File: config.mk
export PLATFORM = sky130hd
export DESIGN_NAME = cmd_decoder_flat
export DESIGN_NICKNAME = d
export VERILOG_FILES = /design/src/rtl/cmd_decoder_if.sv /design/src/rtl/cmd_decoder.sv /design/src/flat_wrapper.sv
export SDC_FILE = /design/constraint.sdc
export NUM_CORES = 1
export LEC_CHECK = 0
export CAP_MARGIN = 10
export CORE_UTILIZATION = 55
export DETAILED_ROUTE_END_ITERATION = 10
export HOLD_SLACK_MARGIN = 0.15
export PLACE_DENSITY = 0.79
export SYNTH_ARGS = -nofsm -noshare
export SYNTH_HDL_FRONTEND = slang
export SYNTH_SLANG_ARGS = --single-unit
File: constraint.sdc
create_clock -name clk -period 4.95 [get_ports clk]
set_clock_uncertainty 0.15 [all_clocks]
set_input_delay 0.99 -clock clk [delete_from_list [all_inputs] [get_ports clk]]
set_output_delay 0.99 -clock clk [all_outputs]
set_load 0.02 [all_outputs]
File: src/rtl/cmd_decoder_if.sv
// cmd_decoder_if: byte-stream link around the command decoder.
//   rx_data/rx_valid : host bytes from uart_rx (one-cycle strobe per byte)
//   pt_data/pt_valid : pass-through bytes toward the target uart_tx
//   pt_rdy           : sink accepts; transfer when pt_valid && pt_rdy
// master = host/sink side, slave = decoder side.
interface cmd_decoder_if;
  logic [7:0] rx_data;
  logic       rx_valid;
  logic [7:0] pt_data;
  logic       pt_valid;
  logic       pt_rdy;

  modport master (output rx_data, rx_valid, pt_rdy, input pt_data, pt_valid);
  modport slave  (input rx_data, rx_valid, pt_rdy, output pt_data, pt_valid);
endinterface

File: src/rtl/cmd_decoder.sv
// cmd_decoder: byte-level host command parser for the glitcher.
//   0x00 escapes a command; any other first byte N is a payload length and
//   the next N bytes go to the target through a small FIFO.
// Ports:
//   clk, rst        : clock, synchronous active-low reset
//   bus (slave)     : rx byte stream in, pass-through stream out
//   width_o..       : width, pulse_count, delay config registers
//   glitch_arm, sys_rst, err : one-cycle strobes
//   overflow        : sticky, a pass-through byte was dropped
// Optional feature: define CMD_DECODER_TIMEOUT_EN to abort a partially
// received command/payload after TIMEOUT_CYCLES clocks without a byte.
module cmd_decoder #(
  parameter int FIFO_DEPTH     = 8,
  parameter int TIMEOUT_CYCLES = 120000
) (
  input  logic        clk,
  input  logic        rst,
  cmd_decoder_if.slave bus,
  output logic [7:0]  width,
  output logic [7:0]  pulse_count,
  output logic [31:0] delay,
  output logic        glitch_arm,
  output logic        sys_rst,
  output logic        err,
  output logic        overflow
);
  localparam int AW = (FIFO_DEPTH > 1) ? $clog2(FIFO_DEPTH) : 1;
  localparam int CW = AW + 1;

  typedef enum logic [1:0] {IDLE, CMD, ARG, PASS} state_e;

  state_e         state_q;
  logic [7:0]     remain_q, idx_q;
  logic [7:0]     width_q, pcnt_q;
  logic [31:0]    delay_q;
  logic           arm_q, sysrst_q, err_q, ovf_q;
  logic [7:0]     mem_q [FIFO_DEPTH];
  logic [AW-1:0]  wr_q, rd_q;
  logic [CW-1:0]  cnt_q, cnt_d;
  logic           ptv_q;
  logic           pop, push_req, push, full, tmo_hit;

  assign pop      = ptv_q & bus.pt_rdy;
  assign push_req = bus.rx_valid && (state_q == PASS);
  assign full     = (cnt_q == CW'(FIFO_DEPTH));
  // A full FIFO still takes the byte if the head leaves in the same cycle.
  assign push     = push_req && (!full || pop);

  always_comb begin
    cnt_d = cnt_q;
    if (push && !pop)      cnt_d = cnt_q + CW'(1);
    else if (pop && !push) cnt_d = cnt_q - CW'(1);
  end

`ifdef CMD_DECODER_TIMEOUT_EN
  localparam int TW = $clog2(TIMEOUT_CYCLES + 1);
  logic [TW-1:0] tmo_q;
  // Counts idle clocks since the last byte while a command/payload is open.
  assign tmo_hit = (state_q != IDLE) && !bus.rx_valid &&
                   (tmo_q == TW'(TIMEOUT_CYCLES - 1));
  always_ff @(posedge clk) begin
    if (!rst || bus.rx_valid || state_q == IDLE) tmo_q <= '0;
    else                                         tmo_q <= tmo_q + TW'(1);
  end
`else
  assign tmo_hit = 1'b0;
`endif

  // Storage only; occupancy and pointers live in the control block.
  always_ff @(posedge clk) begin
    if (push) mem_q[wr_q] <= bus.rx_data;
  end

  always_ff @(posedge clk) begin
    if (!rst) begin
      state_q  <= IDLE;
      remain_q <= '0;
      idx_q    <= '0;
      width_q  <= '0;
      pcnt_q   <= '0;
      delay_q  <= '0;
      arm_q    <= 1'b0;
      sysrst_q <= 1'b0;
      err_q    <= 1'b0;
      ovf_q    <= 1'b0;
      wr_q     <= '0;
      rd_q     <= '0;
      cnt_q    <= '0;
      ptv_q    <= 1'b0;
    end else begin
      arm_q    <= 1'b0;
      sysrst_q <= 1'b0;
      err_q    <= 1'b0;

      if (push) wr_q <= wr_q + AW'(1);
      if (pop)  rd_q <= rd_q + AW'(1);
      cnt_q <= cnt_d;
      ptv_q <= (cnt_d != '0);
      if (push_req && !push) ovf_q <= 1'b1;

      if (tmo_hit) begin
        err_q    <= 1'b1;
        state_q  <= IDLE;
        remain_q <= '0;
      end else if (bus.rx_valid) begin
        unique case (state_q)
          IDLE: begin
            if (bus.rx_data == 8'h00) state_q <= CMD;
            else begin
              remain_q <= bus.rx_data;
              state_q  <= PASS;
            end
          end
          CMD: begin
            state_q <= IDLE;
            case (bus.rx_data)
              8'hFF: begin
                // Soft system reset: later assignments override the FIFO
                // bookkeeping above, so the flush wins over a same-cycle pop.
                sysrst_q <= 1'b1;
                width_q  <= '0;
                pcnt_q   <= '0;
                delay_q  <= '0;
                wr_q     <= '0;
                rd_q     <= '0;
                cnt_q    <= '0;
                ptv_q    <= 1'b0;
                ovf_q    <= 1'b0;
              end
              8'hFE: arm_q <= 1'b1;
              8'h10, 8'h11, 8'h20, 8'h21, 8'h22, 8'h23: begin
                idx_q   <= bus.rx_data;
                state_q <= ARG;
              end
              default: err_q <= 1'b1;
            endcase
          end
          ARG: begin
            state_q <= IDLE;
            case (idx_q)
              8'h10:   width_q        <= bus.rx_data;
              8'h11:   pcnt_q         <= bus.rx_data;
              8'h20:   delay_q[7:0]   <= bus.rx_data;
              8'h21:   delay_q[15:8]  <= bus.rx_data;
              8'h22:   delay_q[23:16] <= bus.rx_data;
              8'h23:   delay_q[31:24] <= bus.rx_data;
              default: ;
            endcase
          end
          PASS: begin
            remain_q <= remain_q - 8'd1;
            if (remain_q == 8'd1) state_q <= IDLE;
          end
          default: state_q <= IDLE;
        endcase
      end
    end
  end

  assign width        = width_q;
  assign pulse_count  = pcnt_q;
  assign delay        = delay_q;
  assign glitch_arm   = arm_q;
  assign sys_rst      = sysrst_q;
  assign err          = err_q;
  assign overflow     = ovf_q;
  assign bus.pt_valid = ptv_q;
  assign bus.pt_data  = mem_q[rd_q];
endmodule

File: src/flat_wrapper.sv
// flat-port wrapper written by rule: the top's interface ports become plain ports
module cmd_decoder_flat 
#(
  parameter int FIFO_DEPTH     = 8,
  parameter int TIMEOUT_CYCLES = 120000
)
  (clk, rst, width, pulse_count, delay, glitch_arm, sys_rst, err, overflow, bus_rx_data, bus_rx_valid, bus_pt_rdy, bus_pt_data, bus_pt_valid);
  cmd_decoder_if bus_i ();
  input  logic clk;
  input  logic rst;
  output logic [7:0] width;
  output logic [7:0] pulse_count;
  output logic [31:0] delay;
  output logic glitch_arm;
  output logic sys_rst;
  output logic err;
  output logic overflow;
  input wire logic [$bits(bus_i.rx_data)-1:0] bus_rx_data;
  input wire logic [$bits(bus_i.rx_valid)-1:0] bus_rx_valid;
  input wire logic [$bits(bus_i.pt_rdy)-1:0] bus_pt_rdy;
  output wire logic [$bits(bus_i.pt_data)-1:0] bus_pt_data;
  output wire logic [$bits(bus_i.pt_valid)-1:0] bus_pt_valid;
  assign bus_i.rx_data = bus_rx_data;
  assign bus_i.rx_valid = bus_rx_valid;
  assign bus_i.pt_rdy = bus_pt_rdy;
  assign bus_pt_data = bus_i.pt_data;
  assign bus_pt_valid = bus_i.pt_valid;
  cmd_decoder #(.FIFO_DEPTH(FIFO_DEPTH), .TIMEOUT_CYCLES(TIMEOUT_CYCLES)) u_core (.clk(clk), .rst(rst), .bus(bus_i), .width(width), .pulse_count(pulse_count), .delay(delay), .glitch_arm(glitch_arm), .sys_rst(sys_rst), .err(err), .overflow(overflow));
endmodule
==> summary.txt <==
Notes on the flow outputs.

- In this run the deepest clock path goes through 2 buffers.
- The xor-xnor portion of the synthesized cell area is 0.8799%.
- The cell depth of the worst min-delay path is 2.
- Setup repair after global routing left no endpoint under its margin.
- Per the skew report, the later register of the worst-skew pair sees a clock latency of 0.52 ns.
- The layout summary lists the proportion of cells stronger than drive strength 1 as 13.18%.
- The share of total power consumed by net switching reads around a quarter.
- The met2 wirelength from detailed routing is about 6.8 mm.
- The fraction of the mapped netlist area in compound gates reads 5.992%.
- Synthesis instantiated 48 different standard cells from the library.
- The area used by sequential logic in the layout reads 3543 um2.
- The launch point of the worst reg-to-reg path reads u_core.state_q[0].
- After synthesis, the mean cell area works out to 12.42 um2.
- The most repeated cell in the gate-level netlist after synthesis is dfxtp_1.
- The number of remaining DRC errors reads 0.
- Leaving out the clock tree, the finished layout contains an inverter count of 10.
- The number of antenna violations at the first check in global routing reads 0.
- The area added between synthesis and finish is 24.20%.
- The global-route track usage on met1 is between 30% and 40%.
- The launch instance of the worst min-delay path reads u_core.pulse_count[2].
- The number of flip-flops under the largest register name is approximately 64.
- The area of the core reads 10420 um2.
- The post-synthesis adder-cell area fraction is 2.095%.
- The count of multi-input combinational gates is 305.
- The number of cell instances on the worst register-to-register path is 5.
- The placed instance area is 6823 um2.
- By area the synthesized netlist is led by edfxtp_1, dfxtp_1, mux2i_1.
- The sequential power reported by the tool is 1.32 mW.
- The switching component of the power reads 713.2 uW.
- The tightest hold path in the finished design has a slack of 0.3137 ns.
- The final layout net count reads 578.
- The synthesized net count reads 503.
- The wire length of the first global-routing pass reads approximately 22 mm.
- The actual slew at the worst max-slew pin is 1.079 ns.
- Per the synth log, the flip-flop and latch total comes to approximately 150.
- The number of global-route vias before repair reads between 4000 and 5000.
- The arrival time of data at the critical path endpoint is 2.69 ns.
- The proportion of netlist area held by the largest area contributor is between 30% and 40%.
- The type of the worst setup path is reg2out.
- The worst setup path is captured at an output port.
- The number of antenna cells inserted reads 0.
- The leakage power of the design reads roughly 2.8 nW.
- The combinational cell area excluding buffers and inverters is 2318 um2.
- The via count normalized by instance count is 5.757.
- The dominant power group in this design is registers.
- The number of warnings reported in the yosys synthesis log reads 0.
- The met3 track demand over resource in global routing is approximately 6.8%.
- For this run, the number of standard cells in the final layout without fillers is around 710.
- The die width is 106.2 um.
- The delay contributed by the slowest stage of the critical path is roughly 0.89 ns.
- The area fraction in and, or, nand and nor cells after synthesis is 12.55%.
- The reg2reg setup slack is 1.72 ns.
- The timing-limited maximum frequency reads 0.2610 GHz.
- TritonCTS reports the number of clock sinks as 145.
- The most common library cell in the layout ignoring fill and taps is dfxtp_1.
- The final HPWL from detailed placement is 8.727 mm.
- The proportion of cell area spent on the clock network is under 10%.
- The run finished with clean final reports.
- The routability-driven placement congestion ratio reads just over 0.8.
- The final setup slack of the worst path reads 1.119 ns.
- The endpoint of the most critical setup path is bus_pt_data[6].
- Sequential elements use 59.33% of the synthesized area.
- The post-synthesis cell count reads roughly 480.
- Traced cell by cell, the critical path runs through mux4_2, mux2_2, clkdlybuf4s50_1.
- Per the synthesis report, the dominant area consumer among library cells is edfxtp_1.
- The fraction of area in registers reads 47.77%.
- The family of cells with the greatest summed delay on the critical path reads flip-flops.
- The detailed-router iteration count before antenna repair is 4.
- The number of endpoints with negative hold slack in the final report is 0.
- The worst path uses 77.40% of the clock period.
- The largest cell class by area is registers.
- The top layer used by detailed routing is met4.
- The critical path startpoint is u_core.rd_q[1].
- The number of routed nets with antenna violations reads 0.
- The count of pins on the block boundary reads 73.
- In the floorplan report the effective utilization is 57.33%.
- The worst flop-to-flop path endpoint is u_core.mem_q[2][3].
- The clock network power reads 1.24 mW.
- The number of filler instances in the final layout is 697.
- The well tap count reads 136.
- The fraction of area in multi-input gates reads 31.26%.
- The vertical die dimension reads 106.2 um.
- Per the post-run analysis, buffers plus inverters along the critical path come to 1.
- Looking at the power breakdown, combinational cells take 13.3% of the total.
- By instance count after routing, the leading logic cell types are dfxtp_1, nand2_1, clkdlybuf4s50_1, edfxtp_1, mux2i_1.
- In the synthesized netlist the dominant register cell turns out to be dfxtp_1.
- The number of buffers added to fix hold violations after cts reads 0.
- The area of the mapped netlist reads about 6000 um2.
- The type of origin of the critical path reads a flop.
- Across the run, the number of max-cap violations was 0.
- The stage logs contain a warning count of 31.
- The instance count after placement with tap cells included is slightly below 700.
- Non-clock buffering takes up roughly a tenth of total cell area after layout.
- Ranked by instance count, the synthesized netlist is headed by dfxtp_1, nand2_1, edfxtp_1.
- The quantity of I/O buffers inserted on ports is 72.
- The power dissipated in combinational cells is slightly below 400 uW.
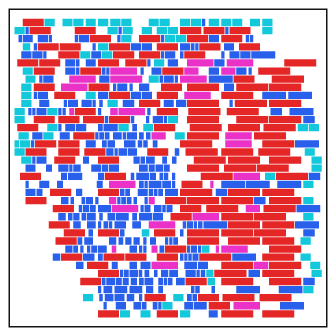
placement_by_type.png
Key: other buffers and delay cells = cyan [cells 77, share of their area 10%]; flops = red [cells 145, share of their area 49%]; clock drivers and dummy loads = magenta [cells 32, share of their area 8.2%]; combinational and other logic = blue [cells 315, share of their area 33%]
post-layout util: 71.21%
post-route cell area: 7417 um2
Row Count: 37

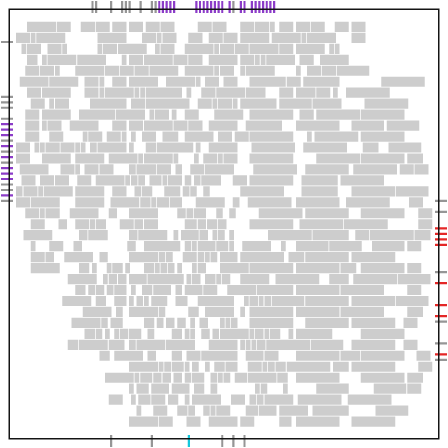
io_placement.png
Pins as bars across the die edge, other pins in grey.
Key: bus_rx_valid = cyan [pins 1, direction input, edge south]; delay = purple [pins 32, direction output, edge 23 north, 9 west]; bus_pt_data = red [pins 8, direction output, edge east]

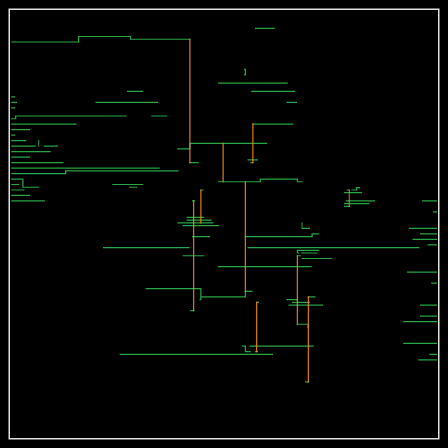
wires.png
Only two layers are drawn.
Key: metal 3 = green [wire length 726 um]; metal 4 = orange [wire length 167 um]
Total Wirelength: 13.33 mm
Overall Global Routing Usage: 25.59%

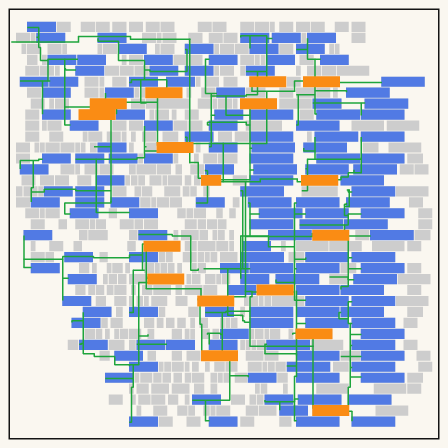
clk_routes.png
Key: clock wires = green [length 1490 um]; clock drivers = orange [count 17]; flip-flops = blue [count 145]
There are 18 routed clock nets.

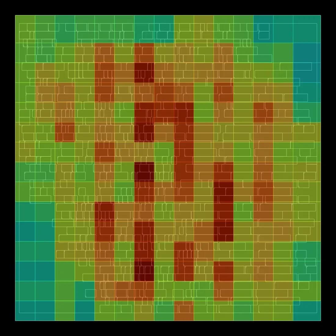
congestion.png
global routing usage on met2: 43.51%
drt wl/cell: 18.91 um

Power figures rest on the tool's default switching activity, not on a simulated workload.
